Figure 1. Met4 routing (run 1).
Scale bar: 20 um. Cells faint in the background.
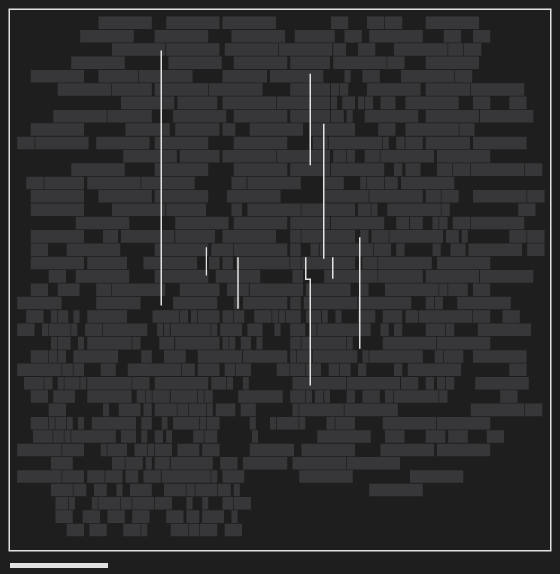
Figure 2. Clock routing (run 1).
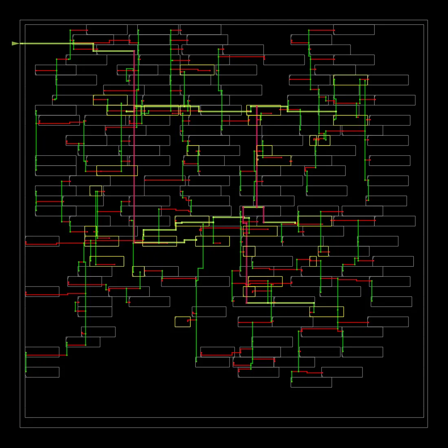
Figure 3. Drive-strength map (run 1).
Scale bar: 20 um.
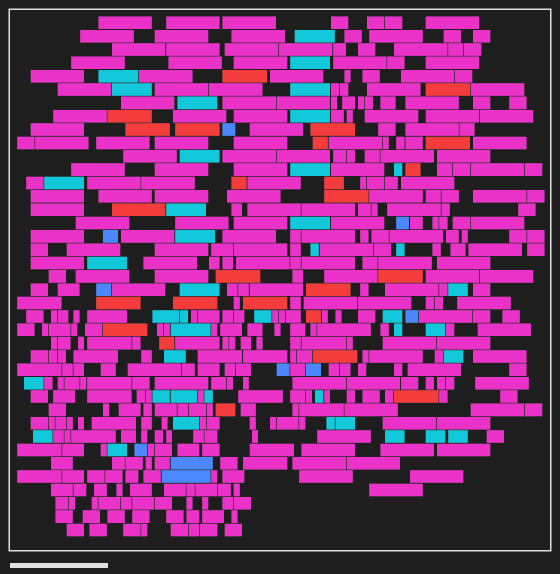
<file path="config.mk">
export PLATFORM = sky130hd
export DESIGN_NAME = stream_fifo
export DESIGN_NICKNAME = d
export VERILOG_FILES = /design/src/rtl/stream_fifo.sv
export SDC_FILE = /design/constraint.sdc
export NUM_CORES = 1
export LEC_CHECK = 0
export CORE_MARGIN = 1
export CORE_UTILIZATION = 55
export CTS_CLUSTER_SIZE = 30
export DETAILED_ROUTE_END_ITERATION = 12
export GPL_TIMING_DRIVEN = 0
export PLACE_DENSITY = 0.76
export SLEW_MARGIN = 10
export SYNTH_ARGS = -nofsm -noshare
export SYNTH_HDL_FRONTEND = slang
export SYNTH_SLANG_ARGS = --single-unit
</file>
<file path="constraint.sdc">
create_clock -name clk -period 3.96 [get_ports clk]
set_clock_uncertainty 0.1 [all_clocks]
set_input_delay 0.792 -clock clk [delete_from_list [all_inputs] [get_ports clk]]
set_output_delay 0.792 -clock clk [all_outputs]
set_load 0.01 [all_outputs]
</file>
<file path="src/rtl/stream_fifo.sv">
// First-word-fall-through valid/ready FIFO with programmable almost-full/empty
// thresholds, exact occupancy, synchronous flush and a high-water-mark monitor.
module stream_fifo #(
  parameter int WIDTH = 8,
  parameter int DEPTH = 16
) (
  input  logic                         clk,
  input  logic                         rst_n,
  input  logic                         in_valid,
  input  logic [WIDTH-1:0]             in_data,
  output logic                         in_ready,
  output logic                         out_valid,
  output logic [WIDTH-1:0]             out_data,
  input  logic                         out_ready,
  output logic                         wr_en,
  output logic                         rd_en,
  input  logic                         flush,
  input  logic [$clog2(DEPTH):0]       af_thresh,
  input  logic [$clog2(DEPTH):0]       ae_thresh,
  output logic [$clog2(DEPTH):0]       count,
  output logic                         almost_full,
  output logic                         almost_empty,
  output logic [$clog2(DEPTH):0]       hwm,
  input  logic                         hwm_clr
);

  localparam int AW = $clog2(DEPTH);
  localparam logic [AW:0]   FULL_CNT = (AW+1)'(DEPTH);
  localparam logic [AW:0]   CNT_ONE  = (AW+1)'(1);
  localparam logic [AW-1:0] PTR_ONE  = AW'(1);

  logic [WIDTH-1:0] mem_q [DEPTH];
  logic [AW-1:0]    wr_ptr_q, wr_ptr_d;
  logic [AW-1:0]    rd_ptr_q, rd_ptr_d;
  logic [AW:0]      count_q, count_d;
  logic [AW:0]      hwm_q, hwm_d;

  // Ready never looks at out_ready, so no ready-to-ready combinational path.
  assign in_ready     = !flush && (count_q != FULL_CNT);
  assign out_valid    = !flush && (count_q != '0);
  assign wr_en        = in_valid && in_ready;
  assign rd_en        = out_valid && out_ready;
  assign out_data     = mem_q[rd_ptr_q];
  assign count        = count_q;
  assign hwm          = hwm_q;
  assign almost_full  = (count_q >= af_thresh);
  assign almost_empty = (count_q <= ae_thresh);

  always_comb begin
    wr_ptr_d = wr_ptr_q;
    rd_ptr_d = rd_ptr_q;
    count_d  = count_q;
    if (flush) begin
      wr_ptr_d = '0;
      rd_ptr_d = '0;
      count_d  = '0;
    end else begin
      if (wr_en) wr_ptr_d = wr_ptr_q + PTR_ONE;
      if (rd_en) rd_ptr_d = rd_ptr_q + PTR_ONE;
      if (wr_en && !rd_en)      count_d = count_q + CNT_ONE;
      else if (rd_en && !wr_en) count_d = count_q - CNT_ONE;
    end
  end

  // Peak tracks the post-edge occupancy; a clear restarts it from there.
  always_comb begin
    hwm_d = hwm_q;
    if (hwm_clr)               hwm_d = count_d;
    else if (count_d > hwm_q)  hwm_d = count_d;
  end

  always_ff @(posedge clk or negedge rst_n) begin
    if (!rst_n) begin
      wr_ptr_q <= '0;
      rd_ptr_q <= '0;
      count_q  <= '0;
      hwm_q    <= '0;
    end else begin
      wr_ptr_q <= wr_ptr_d;
      rd_ptr_q <= rd_ptr_d;
      count_q  <= count_d;
      hwm_q    <= hwm_d;
    end
  end

  always_ff @(posedge clk) begin
    if (wr_en) mem_q[wr_ptr_q] <= in_data;
  end

endmodule

</file>
==> impl_metrics.csv, run 1 <==
group,metric,value,unit
final_layout,lay_top_cells,"128 x edfxtp_1, 46 x clkdlybuf4s50_1, 24 x mux2i_1",
final_layout,nets,517,
grt,grt_use_met3,7.00,%
setup_path,slowest_delay,0.55,ns
final_layout,area_growth,19.0,%
grt,grt_pass1_wl,21400,um
final_layout,lay_top_count,"edfxtp_1",
min_path,hold_depth,1,
clock_network,cts_tree,"done",
setup_path,slowest_stage,"a221oi_1",
clock_network,ctsHoldBuffers,0,
synthesis,synthDistinctLibCells,46,
final_layout,largest_register,"mem_q",
floorplan,die-height,110,um
grt,grt_pass1_vias,3894,
drt,wl_met2,7270,um
final_layout,seq_area,0.00429,mm2
floorplan,core-area,0.0114,mm2
setup_path,endpoint,"out_data[4]",
power,clkPwrFrac,37.7,%
setup_path,cp_num_buf_inv,3,
grt,met1_usage,31.8,%
power,maxPowerGroup,"sequential cells",
clock_network,root_buffer,"clkbuf_16",
final_timing,setup_slack,0.130,ns
synthesis,yosysSeqAreaShare,66.9,%
synthesis,async_flop_share,12.3,%
setup_path,cp-end-kind,"primary output",
clock_network,path_clk_slew,0.07,ns
grt,grt_overflow,0,
synthesis,floorplan.nets,453,
final_timing,final-max-slew-violation-count,0,
setup_path,reg2reg_from,"count[0]",
floorplan,dieArea,0.0121,mm2
clock_network,htree_levels,4,
final_timing,fin_crit,3.83,ns
placed_design,pre_cts_slack,-0.00889,ns
final_layout,postLayoutCoreUtil,66.9,%
drt,wire_per_inst,22.4,um
power,power_switching,1.11,mW
synthesis,edf_count,128,
final_layout,diodes,0,
placed_design,gp_congestion,0.800,
final_layout,largest_reg_flops,128,
grt,grt_max_degree,19,
clock_network,cts_resized,2,
synthesis,ys_cells,407,
final_layout,fill_cells,769,
synthesis,syn_area,0.00642,mm2
setup_path,cp-start-kind,"flip-flop",
grt,grt.busiest_layer,"met2",
setup_path,worstPathArrival,2.94,ns
drt,drc,0,
final_timing,rsz0062_at_grt,"false",
setup_path,crit_family,"buffers and inverters",
power,leakagePower,2.75,nW
setup_path,r2r_slack,0.29,ns
power,power_frac_seq,42.4,%
power,powerSeq,1.74,mW
status,status,"finished, final reports clean",
floorplan,num_rows,39,
final_timing,hold_violations,0,
floorplan,ios,48,
setup_path,crit_cells,7,
clock_network,cts_setup_buffers,0,
power,power.internal,3.00,mW
floorplan,fp.dieW,110,um
run,warnings,30,
setup_path,cp_max_fo,10,
setup_path,crit_required,3.07,ns
final_timing,fin_crit_sh,96.7,%
setup_path,reg2reg_to,"hwm[1]",
final_layout,drive_above_1_share,15.7,%
grt,gr-usage-all-layers,25.3,%
power,switching_share,27.1,%
drt,routed_via_density,6.10,
drt,m1WireLength,5550,um
final_timing,holdWs,0.449,ns
synthesis,yosys_warnings,0,
clock_network,clock_path_buffers,2,
final_timing,final-setup-viol-count,0,
final_layout,final_cells,627,
placed_design,port_buffers,46,
grt,antenna_found_initial,0,
power,power_frac_comb,19.9,%
setup_path,path_cells,"clkbuf_2, and2_1, clkbuf_1, a221oi_1, o21ai_0, nand2_1, clkdlybuf4s50_1",
min_path,hp-start,"hwm[4]",
power,comb-power,818,uW
grt,grt_use_met2,42.9,%
synthesis,ys_area,0.00642,mm2
synthesis,ys.flops,146,
drt,drt_iter0_drc,296,
placed_design,placedCellCount,596,
drt,first_pass_iters,5,
power,ir_worst_vdd,0.391,mV
synthesis,synthCells,407,
min_path,hold_class,"reg2reg",
floorplan,initCoreUtil,56.2,%
power,power.density,538,mW/mm2
final_timing,fmax,261,MHz
min_path,hold_end,"hwm[4]",
drt,ant_nets,0,
final_timing,worstMarginPinSlew,0.822,ns
setup_path,reg2reg_depth,12,
run,maxCapViolations,0,
synthesis,syn_area_per_cell,15.8,um2
final_layout,logic_area,0.00196,mm2
setup_path,crit_type,"reg2out",
drt,top_layer,"met4",
drt,wl_met3,1060,um
synthesis,synthFlopType,"edfxtp_1",
final_timing,slew_headroom,44.9,%
placed_design,hpwlAfterDp,9110,um
setup_path,crit_start,"rd_ptr_q[1]",
About Figure 1:
longest straight run	51.7 um
wire length on this layer	166 um
nets with wire on the layer	6
main direction	vertical
final wirelength: 14000 um
vias: 3824

About Figure 2:
clk pwr: 1.55 mW
clock latency at the later pin of the worst-skew pair: 0.42 ns
CTS Buf Count: 17
# clock sinks: 146

About Figure 3:
size	colour	cells
_3 and _4 cells	blue	10
_0 and _1 cells	magenta	408
_6 and larger	red	25
_2 cells	cyan	41

-- run 1: Yosys cell counts (all sizes together) (2+ instances only) --
master | n | area [um2]
a21o | 4 | 30.0
a21oi | 9 | 45.0
a221oi | 8 | 70.1
a22oi | 8 | 60.1
and2 | 2 | 12.5
and3 | 13 | 81.3
and4 | 3 | 26.3
buf | 8 | 43.8
clkbuf | 12 | 45.0
dfrtp | 18 | 450
edfxtp | 128 | 3840
ha | 22 | 275
inv | 21 | 78.8
mux2 | 11 | 124
mux2i | 24 | 240
mux4 | 16 | 360
nand2 | 21 | 78.8
nand2b | 2 | 12.5
nand3 | 4 | 20.0
nor2 | 15 | 56.3
nor2b | 5 | 31.3
nor3 | 5 | 30.0
o21a | 3 | 22.5
o21ai | 16 | 80.1
o22ai | 4 | 25.0
o31ai | 2 | 15.0
xnor2 | 5 | 43.8
xor2 | 3 | 26.3
-- run 1: kinds of logic (layout without fill, tap and decap cells) --
kind of cell               after synthesis  in the layout  share of synthesized area (%)
AOI/OAI and AO/OA                       64             64                           7.07
buffers and inverters                   41            118                           2.61
and+or+nand+nor                         74             74                           6.43
adders and majority gates               22             22                           4.29
muxes                                   51             51                           11.3
DFF                                    146            146                           66.9
xor gates and xnor gates                 9              9                           1.44
-- run 1: area by class of cell --
cell class / count / share of cell area (%)
plain buffers: 19 / 1.18
clock inverters: 15 / 1.93
repair buffers: 46 / 6.03
inverters: 21 / 1.03
clock buffers: 17 / 5.57
flip-flops and latches: 146 / 56.2
multi-input cells: 220 / 25.7
well taps: 143 / 2.34
-- run 1: through the flow --
step,TNS (ns),area [um2],power (mW)
after floorplan,0,6420,2.31
after global placement,0,7060,2.56
after detailed placement,-0.00889,7060,2.59
after CTS,0,7640,4.12
after global routing,0,7640,4.26
final,0,7640,4.11
## Run 2: what changed since run 1
--- a/config.mk
+++ b/config.mk
@@ -5,10 +5,13 @@
 export SDC_FILE = /design/constraint.sdc
 export NUM_CORES = 1
 export LEC_CHECK = 0
+export ABC_AREA = 1
+export CORE_ASPECT_RATIO = 1.4
 export CORE_MARGIN = 1
 export CORE_UTILIZATION = 55
 export CTS_CLUSTER_SIZE = 30
 export DETAILED_ROUTE_END_ITERATION = 12
+export GPL_ROUTABILITY_DRIVEN = 0
 export GPL_TIMING_DRIVEN = 0
 export PLACE_DENSITY = 0.76
 export SLEW_MARGIN = 10
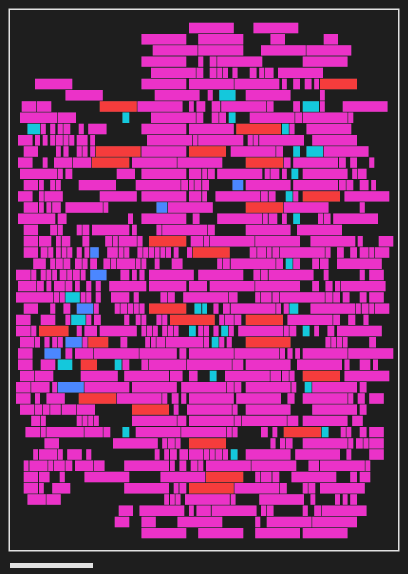
Figure 4: run 2, drive-strength map.
Scale bar: 20 um.
size	colour	cells
_0 and _1 cells	magenta	589
_2 cells	cyan	28
_6 and larger	red	25
_3 and _4 cells	blue	8
PnR worst setup slack: 0.209 ns
Layout area overhead: 19.5%
Final Instance Area: 0.00779 mm2
Buffers, non-clock: 69

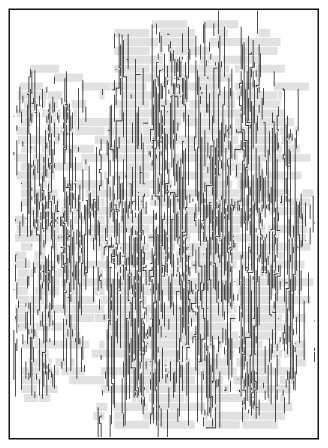
Figure 5: run 2, signal wires on met2.
Cells faint in the background.
longest straight run	51.7 um
nets with wire on the layer	568
main direction	vertical
share of all routed wire	51%
met2 usage: 49.8%
final wirelength: 16500 um
vias: 4815

==> impl_metrics.csv, run 2 <==
group,metric,value,unit
grt,grt_max_degree,19,
synthesis,async_flop_share,12.3,%
synthesis,edf_count,128,
final_layout,postLayoutCoreUtil,68.0,%
placed_design,pre_cts_slack,-0.103,ns
grt,grt_overflow,0,
clock_network,cts_tree,"done",
final_timing,holdWs,0.410,ns
clock_network,root_buffer,"clkbuf_16",
power,leakagePower,2.98,nW
final_layout,final_cells,794,
setup_path,crit_start,"rd_ptr_q[1]",
final_timing,final-setup-viol-count,0,
final_timing,worstMarginPinSlew,1.03,ns
setup_path,reg2reg_from,"count[1]",
placed_design,post_dp_cell_area,0.00717,mm2
floorplan,fp.dieW,94.0,um
setup_path,endpoint,"out_data[4]",
grt,grt_use_met3,5.90,%
setup_path,cp-start-kind,"flip-flop",
floorplan,ios,48,
drt,drt_iter0_drc,349,
final_timing,hold_violations,0,
drt,wl_met3,1150,um
final_timing,slew_headroom,31.0,%
final_timing,rsz0062_at_grt,"false",
grt,met1_usage,32.3,%
synthesis,synth_top_area_share,59.0,%
floorplan,die-height,131,um
floorplan,dieArea,0.0123,mm2
setup_path,cp_max_fo,10,
final_layout,drive_above_1_share,9.38,%
clock_network,cts_sinks,146,
drt,ant_nets,0,
status,status,"finished, final reports clean",
final_layout,lay_top_count,"edfxtp_1",
final_layout,lay_top_cells,"128 x edfxtp_1, 104 x nand2_1, 63 x nor2_1",
grt,grt_pass1_vias,4839,
setup_path,worstPathArrival,2.86,ns
run,warnings,30,
setup_path,r2r_slack,0.56,ns
drt,top_layer,"met4",
power,p_total,4.54,mW
grt,gr-usage-all-layers,28.8,%
clock_network,clk_latency,0.42,ns
clock_network,cts_buffers,17,
final_layout,largest_reg_flops,128,
final_layout,largest_register,"mem_q",
synthesis,yosys_warnings,0,
synthesis,ys_cells,572,
synthesis,syn_area,0.00652,mm2
final_timing,final-max-slew-violation-count,0,
run,maxCapViolations,0,
drt,m1WireLength,6030,um
drt,first_pass_iters,5,
setup_path,cp-end-kind,"primary output",
synthesis,ys_area,0.00652,mm2
grt,antenna_found_initial,0,
drt,wl_met2,8380,um
synthesis,floorplan.nets,618,
final_timing,fin_crit,3.75,ns
grt,grt.busiest_layer,"met2",
placed_design,hpwlAfterDp,10700,um
synthesis,ys.flops,146,
clock_network,clock_path_buffers,2,
final_timing,final.setup.tns,0,ns
synthesis,synthFlopType,"edfxtp_1",
synthesis,synthDistinctLibCells,39,
clock_network,ctsHoldBuffers,0,
final_layout,diodes,0,
floorplan,initCoreUtil,56.9,%
clock_network,path_clk_slew,0.06,ns
synthesis,yosysSeqAreaShare,65.9,%
synthesis,syn_area_per_cell,11.4,um2
final_timing,fin_crit_sh,94.7,%
setup_path,reg2reg_depth,17,
setup_path,crit_type,"reg2out",
setup_path,reg2reg_to,"hwm[0]",
synthesis,top_area_cell,"edfxtp_1",
setup_path,crit_required,3.07,ns
placed_design,placedCellCount,763,
power,power.density,583,mW/mm2
synthesis,synthCells,572,
clock_network,htree_levels,4,
synthesis,synth_top_cell_by_count,"edfxtp_1",
floorplan,core-area,0.0115,mm2
final_timing,fmax,267,MHz
placed_design,port_buffers,47,
synthesis,top_cells_by_count,"128 x edfxtp_1, 104 x nand2_1, 63 x nor2_1",
drt,wire_per_inst,20.7,um
grt,grt_pass1_wl,25000,um
floorplan,num_rows,46,
final_layout,nets,684,
drt,routed_via_density,6.06,
min_path,hold_class,"reg2reg",
drt,drc,0,
synthesis,topCellsByArea,"edfxtp_1 59%, dfrtp_1 6.9%, nand2_1 6.0%, ha_1 4.2%, o21ai_0 4.1%",
power,ir_worst_vdd,0.369,mV
[run 2: where the power goes]
group          switching [mW]  leakage (nW)  internal (mW)
Clock                   0.596         0.300           1.11
Combinational           0.640          1.29          0.406
Sequential             0.0601          1.39           1.74
[run 2: logic make-up (layout without fill, tap and decap cells)]
family / after synthesis / count (layout) / synth area share, %
AND/OR/NAND/NOR: 214 / 214 / 14.5
flip-flops: 146 / 146 / 65.9
AND-OR/OR-AND: 117 / 117 / 10.4
buffers and inverters: 69 / 147 / 4.55
adder cells (fa/ha/maj): 22 / 22 / 4.22
XOR/XNOR: 4 / 4 / 0.537
[run 2: how the worst min path moves through the flow]
stage / cells after the start / endpoint / start / slack (ns)
finish: 2 / hwm[4] / hwm[4] / 0.41
global route: 2 / hwm[4] / hwm[4] / 0.45
CTS: 2 / hwm[3] / hwm[3] / 0.41
detailed placement: 2 / hwm[3] / hwm[3] / 0.40
global placement: 2 / hwm[4] / hwm[4] / 0.39
floorplan: 0 / count[0] / rst_n / 0.40
[run 2: cell type report]
type | count | area, um2
flip-flops and latches | 146 | 4290
fillers | 815 | 3660
multi-input cells | 357 | 1930
repair buffers | 47 | 470
clock buffers | 19 | 433
clock inverters | 12 | 189
well taps | 144 | 180
inverters | 47 | 179
plain buffers | 22 | 119
[run 2: critical path, cell delays in order, from the launching register on]
cell,delay (ns)
dfrtp_1,0.39
buf_2,0.20
inv_1,0.25
clkbuf_2,0.32
o21ai_0,0.14
o22ai_1,0.33
o21ai_0,0.17
nand2_1,0.11
clkdlybuf4s50_1,0.53
[run 2: repair_timing]
action | 4_1_cts | 5_1_grt
gates resized | 0 | 2
setup buffers | 0 | 0
setup endpoints to repair | 0 | 2
No activity file was given, so power comes from the tool's default toggle rates.
